layers.png
The bar under the picture is 20 um long.
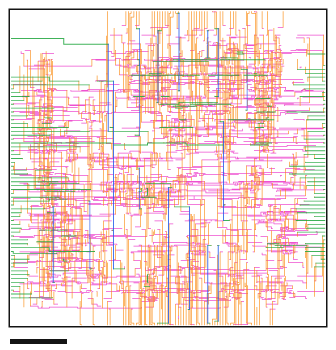
ff_map.png
The bar under the picture is 20 um long.
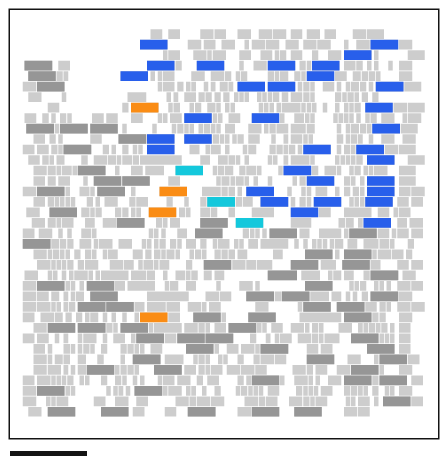
`src/rtl/dmem_lsu.sv`:
```
// dmem_lsu: load/store initiator for the L1 data port.
// One op in flight; request held stable across dmem_wait.
module dmem_lsu #(
  parameter int unsigned WAIT_TIMEOUT = 0
) (
  input  logic        clk,
  input  logic        rst_n,
  input  logic        lsu_valid,
  output logic        lsu_ready,
  input  logic        lsu_we,
  input  logic [2:0]  lsu_funct3,
  input  logic [31:0] lsu_addr,
  input  logic [31:0] lsu_wdata,
  output logic        lsu_done,
  output logic        lsu_err,
  output logic [31:0] lsu_rdata,
  output logic        dmem_req,
  output logic        dmem_we,
  output logic [31:0] dmem_addr,
  output logic [31:0] dmem_wd,
  output logic [3:0]  dmem_mask,
  input  logic [31:0] dmem_rd,
  input  logic        dmem_wait
);

  typedef enum logic {IDLE, ACCESS} state_t;

  state_t      state_q, state_d;
  logic        we_q, we_d;
  logic [2:0]  f3_q, f3_d;
  logic [31:0] cnt_q, cnt_d;
  logic        req_d, done_d, err_d;
  logic [31:0] addr_d, wd_d, rdata_d;
  logic [3:0]  mask_d;

  logic [3:0]  mask_c;
  logic [31:0] wd_c, ld_c;
  logic [7:0]  byte_c;
  logic [15:0] half_c;
  logic        ill_c, mis_c, bad_c, tmo_c;

  assign lsu_ready = ~rst_n | (state_q == IDLE);
  assign dmem_we   = rst_n & dmem_req & we_q & ~dmem_wait;

  // byte enables and lane-replicated store data
  always_comb begin
    mask_c = 4'b1111;
    wd_c   = lsu_wdata;
    unique case (lsu_funct3[1:0])
      2'b00: begin
        mask_c = 4'b0001 << lsu_addr[1:0];
        wd_c   = {4{lsu_wdata[7:0]}};
      end
      2'b01: begin
        mask_c = lsu_addr[1] ? 4'b1100 : 4'b0011;
        wd_c   = {2{lsu_wdata[15:0]}};
      end
      default: begin
        mask_c = 4'b1111;
        wd_c   = lsu_wdata;
      end
    endcase
  end

  // legality of the incoming request
  always_comb begin
    if (lsu_we)
      ill_c = lsu_funct3[2] |
              (lsu_funct3[1:0] == 2'b11);
    else
      ill_c = (lsu_funct3 == 3'b011) |
              (lsu_funct3[2:1] == 2'b11);
    mis_c = ((lsu_funct3[1:0] == 2'b01) &
             lsu_addr[0]) |
            ((lsu_funct3[1:0] == 2'b10) &
             (|lsu_addr[1:0]));
    bad_c = ill_c | mis_c;
  end

  // lane select and extension of load data
  always_comb begin
    byte_c = 8'(dmem_rd >> {dmem_addr[1:0], 3'b000});
    half_c = dmem_addr[1] ? dmem_rd[31:16]
                          : dmem_rd[15:0];
    unique case (f3_q)
      3'b000:  ld_c = {{24{byte_c[7]}}, byte_c};
      3'b001:  ld_c = {{16{half_c[15]}}, half_c};
      3'b100:  ld_c = {24'd0, byte_c};
      3'b101:  ld_c = {16'd0, half_c};
      default: ld_c = dmem_rd;
    endcase
  end

  assign tmo_c = (WAIT_TIMEOUT != 0) &&
                 (cnt_q == 32'(WAIT_TIMEOUT - 1));

  // next-state and registered-output logic
  always_comb begin
    state_d = state_q;
    we_d    = we_q;
    f3_d    = f3_q;
    cnt_d   = cnt_q;
    req_d   = dmem_req;
    addr_d  = dmem_addr;
    wd_d    = dmem_wd;
    mask_d  = dmem_mask;
    done_d  = 1'b0;
    err_d   = 1'b0;
    rdata_d = 32'd0;
    unique case (state_q)
      IDLE: begin
        if (lsu_valid) begin
          we_d   = lsu_we;
          f3_d   = lsu_funct3;
          addr_d = lsu_addr;
          wd_d   = wd_c;
          mask_d = mask_c;
          if (bad_c) begin
            done_d = 1'b1;
            err_d  = 1'b1;
          end else begin
            state_d = ACCESS;
            req_d   = 1'b1;
          end
        end
      end
      ACCESS: begin
        if (!dmem_wait) begin
          state_d = IDLE;
          req_d   = 1'b0;
          cnt_d   = 32'd0;
          done_d  = 1'b1;
          rdata_d = we_q ? 32'd0 : ld_c;
        end else if (tmo_c) begin
          state_d = IDLE;
          req_d   = 1'b0;
          cnt_d   = 32'd0;
          done_d  = 1'b1;
          err_d   = 1'b1;
        end else begin
          cnt_d = cnt_q + 32'd1;
        end
      end
      default: state_d = IDLE;
    endcase
  end

  // state and output registers
  always_ff @(posedge clk) begin
    if (!rst_n) begin
      state_q   <= IDLE;
      we_q      <= 1'b0;
      f3_q      <= 3'd0;
      cnt_q     <= 32'd0;
      dmem_req  <= 1'b0;
      dmem_addr <= 32'd0;
      dmem_wd   <= 32'd0;
      dmem_mask <= 4'd0;
      lsu_done  <= 1'b0;
      lsu_err   <= 1'b0;
      lsu_rdata <= 32'd0;
    end else begin
      state_q   <= state_d;
      we_q      <= we_d;
      f3_q      <= f3_d;
      cnt_q     <= cnt_d;
      dmem_req  <= req_d;
      dmem_addr <= addr_d;
      dmem_wd   <= wd_d;
      dmem_mask <= mask_d;
      lsu_done  <= done_d;
      lsu_err   <= err_d;
      lsu_rdata <= rdata_d;
    end
  end

endmodule
```
`config.mk`:
```
export PLATFORM = sky130hd
export DESIGN_NAME = dmem_lsu
export DESIGN_NICKNAME = d
export VERILOG_FILES = /design/src/rtl/dmem_lsu.sv
export SDC_FILE = /design/constraint.sdc
export NUM_CORES = 1
export LEC_CHECK = 0
export ABC_AREA = 1
export CORE_MARGIN = 3
export CORE_UTILIZATION = 42
export DETAILED_ROUTE_END_ITERATION = 7
export HOLD_SLACK_MARGIN = 0.03
export PLACE_DENSITY_LB_ADDON = 0.25
export SYNTH_ARGS = -nofsm -noshare
export SYNTH_HDL_FRONTEND = slang
export SYNTH_SLANG_ARGS = --single-unit
```
`constraint.sdc`:
```
create_clock -name clk -period 1.6 [get_ports clk]
set_clock_uncertainty 0.05 [all_clocks]
set_input_delay 0.32 -clock clk [delete_from_list [all_inputs] [get_ports clk]]
set_output_delay 0.32 -clock clk [all_outputs]
set_load 0.01 [all_outputs]
```
==> out/qor.yml <==
critical_path:
  path_max_fanout: 2
  arrival_ns: 1.15
  criticalPathCategory: "input port to primary output"
  critical-path-max-stage-delay_ns: 0.50
  endpoint_kind: "primary output"
cells_and_area:
  area_growth_pct: 56.4
  final_layout_size_suffix_gt1_share_pct: 9.54
  n_antenna_cell: 0
  instances_no_fill: 1027
die:
  io_pins: 209
  die_x_um: 111
  rows: 37
  die_h_um: 111
sta:
  rsz0062_at_grt: "yes"
  worst_pin_slew_ns: 0.603
  period_needed_ns: 1.52
  setup_slack_ns: 0.0796
  finalHoldViolCount: 0
  fin_crit_sh_pct: 95.0
placed_design:
  dpl_worst_slack_ns: -0.320
  place.port_buffers: 208
  dpl_cell_area_sq_um: 7050
  dp_hpwl_um: 11300
  gp_congestion: 0.887
  dpl.cell_count: 1009
power:
  p_leak_nw: 3.74
  combPwrFrac_pct: 21.1
  p_seq_share_pct: 46.8
  power.share.clock_pct: 32.1
  switchingPower_mw: 1.70
yosys:
  ys_area_sq_um: 4630
  top_area_cell: "dfxtp_1"
  edf_count: 0
  synth_seq_share_pct: 46.7
  synthCells: 662
  synth_nets: 766
  yosys_warnings: 0
  synthDistinctLibCells: 28
  ys_top_cells_by_count: "144 x nand2_1, 113 x nor2_1, 108 x dfxtp_1"
worst_hold_path:
  hold_class: "flip-flop to flip-flop"
global_route:
  met1_usage_pct: 27.2
  busiest_layer: "met2"
  first_global_vias: 5029
  antenna_found_initial: 0
clock_tree:
  cts_tree: "built"
  clkSinkCount: 108
  clockBufferDepth: 2
drt:
  antenna_left: 0
  drt_first_pass_iters: 6
  drc: 0
outcome:
  status: "complete, no violations"
About layers.png:
layer	color	wire length
M4	blue	471 um
M2	orange	7110 um
M1	magenta	5860 um
M3	green	1270 um
GR Util All Layers: 23.5%
WL/cell: 14.3 um
Routed WL: 14700 um
via count: 5124

About ff_map.png:
signal	color	flops
dmem_mask	orange	4
f3_q	cyan	3
lsu_rdata	blue	32
sequential power: 2.92 mW
Core Util, Final: 68.9%
Reg area: 2160 sq um
fraction of area in registers: 29.9%

[layout by cell type (no fill, tap or decap), types with 3 or more instances in the layout]
master           count
a31oi_1             10
dfxtp_1            107
o22ai_1              9
dlymetal6s2s_1       9
clkdlybuf4s50_1    103
buf_12               5
dlygate4sd2_1       94
nand2_1            144
nand3_1             26
inv_1               66
o211ai_1             3
nor2_1             113
bufinv_16            3
buf_4               33
clkbuf_8             9
a21oi_2              4
a21oi_1             35
nand2_2              3
inv_2                4
o21ai_0             79
buf_6                3
or2_2                7
[routing by layer]
layer | up-vias | part of all wire, %
li1 | 2533 | -
met1 | 2302 | 40
met3 | 37 | 8.7
met4 | 0 | 3.2
met2 | 252 | 48
met5 | - | 0
[sequential cells by signal (all words and copies together) (netlist names)]
| signal | count |
|---|---|
| dmem_req | 1 |
| dmem_wd | 32 |
| lsu_done | 1 |
| we_q | 1 |
| f3_q | 3 |
| dmem_mask | 4 |
| dmem_addr | 32 |
| lsu_rdata | 32 |
| state_q | 1 |
| lsu_err | 1 |
[critical path, delay by kind of cell]
family | cells | cell delay [ns]
buffers and inverters | 2 | 0.64
and+or+nand+nor | 2 | 0.20
[power by group through the flow]
stage | clock network (mW) | logic [mW] | registers (mW)
2_1_floorplan | 0 | 0.545 | 3.04
3_3_place_gp | 0 | 1.36 | 2.98
3_5_place_dp | 0 | 1.39 | 2.99
4_1_cts | 2.05 | 1.30 | 2.92
5_1_grt | 2.17 | 1.45 | 2.94
6_report | 2.00 | 1.31 | 2.92
[cell type report]
type | count | area share (%)
clock inverter | 7 | 1.68
sequential | 108 | 29.9
multi-input combinational | 445 | 27.7
tap | 136 | 2.35
inverter | 72 | 3.91
clock buffer | 9 | 1.71
timing repair buffer | 250 | 32.8
[stage by stage]
| step | hold WS, ns | TNS, ns |
|---|---|---|
| final | 0.419 | 0 |
| after global routing | 0.444 | -0.00843 |
| after CTS | 0.420 | -0.100 |
| after detailed placement | 0.408 | -15.26 |
| after global placement | 0.401 | -11.66 |
| after floorplan | 0.384 | 0 |
[timing repair]
action                     4_1_cts  5_1_grt
setup endpoints to repair       96       49
hold buffers                     0        0
cloned                           0        0
gates resized                   97       21
buffers inserted                 0        2
[path summary, 6_finish.rpt]
path | from | endpoint | slack (ns) | cells after the start
max | rst_n | dmem_we | 0.08 | 4
min | dmem_wd[23] | dmem_wd[23] | 0.42 | 2
max reg2reg | f3_q[0] | lsu_rdata[0] | 0.13 | 7
min reg2reg | dmem_wd[23] | dmem_wd[23] | 0.42 | 2
[cell families after synthesis]
group | after synthesis | synth area share (%)
AND/OR/NAND/NOR | 302 | 26.5
AND-OR/OR-AND | 143 | 16.6
buffers and inverters | 109 | 10.2
flip-flops | 108 | 46.7
Power is estimated from default activity; no workload was simulated.
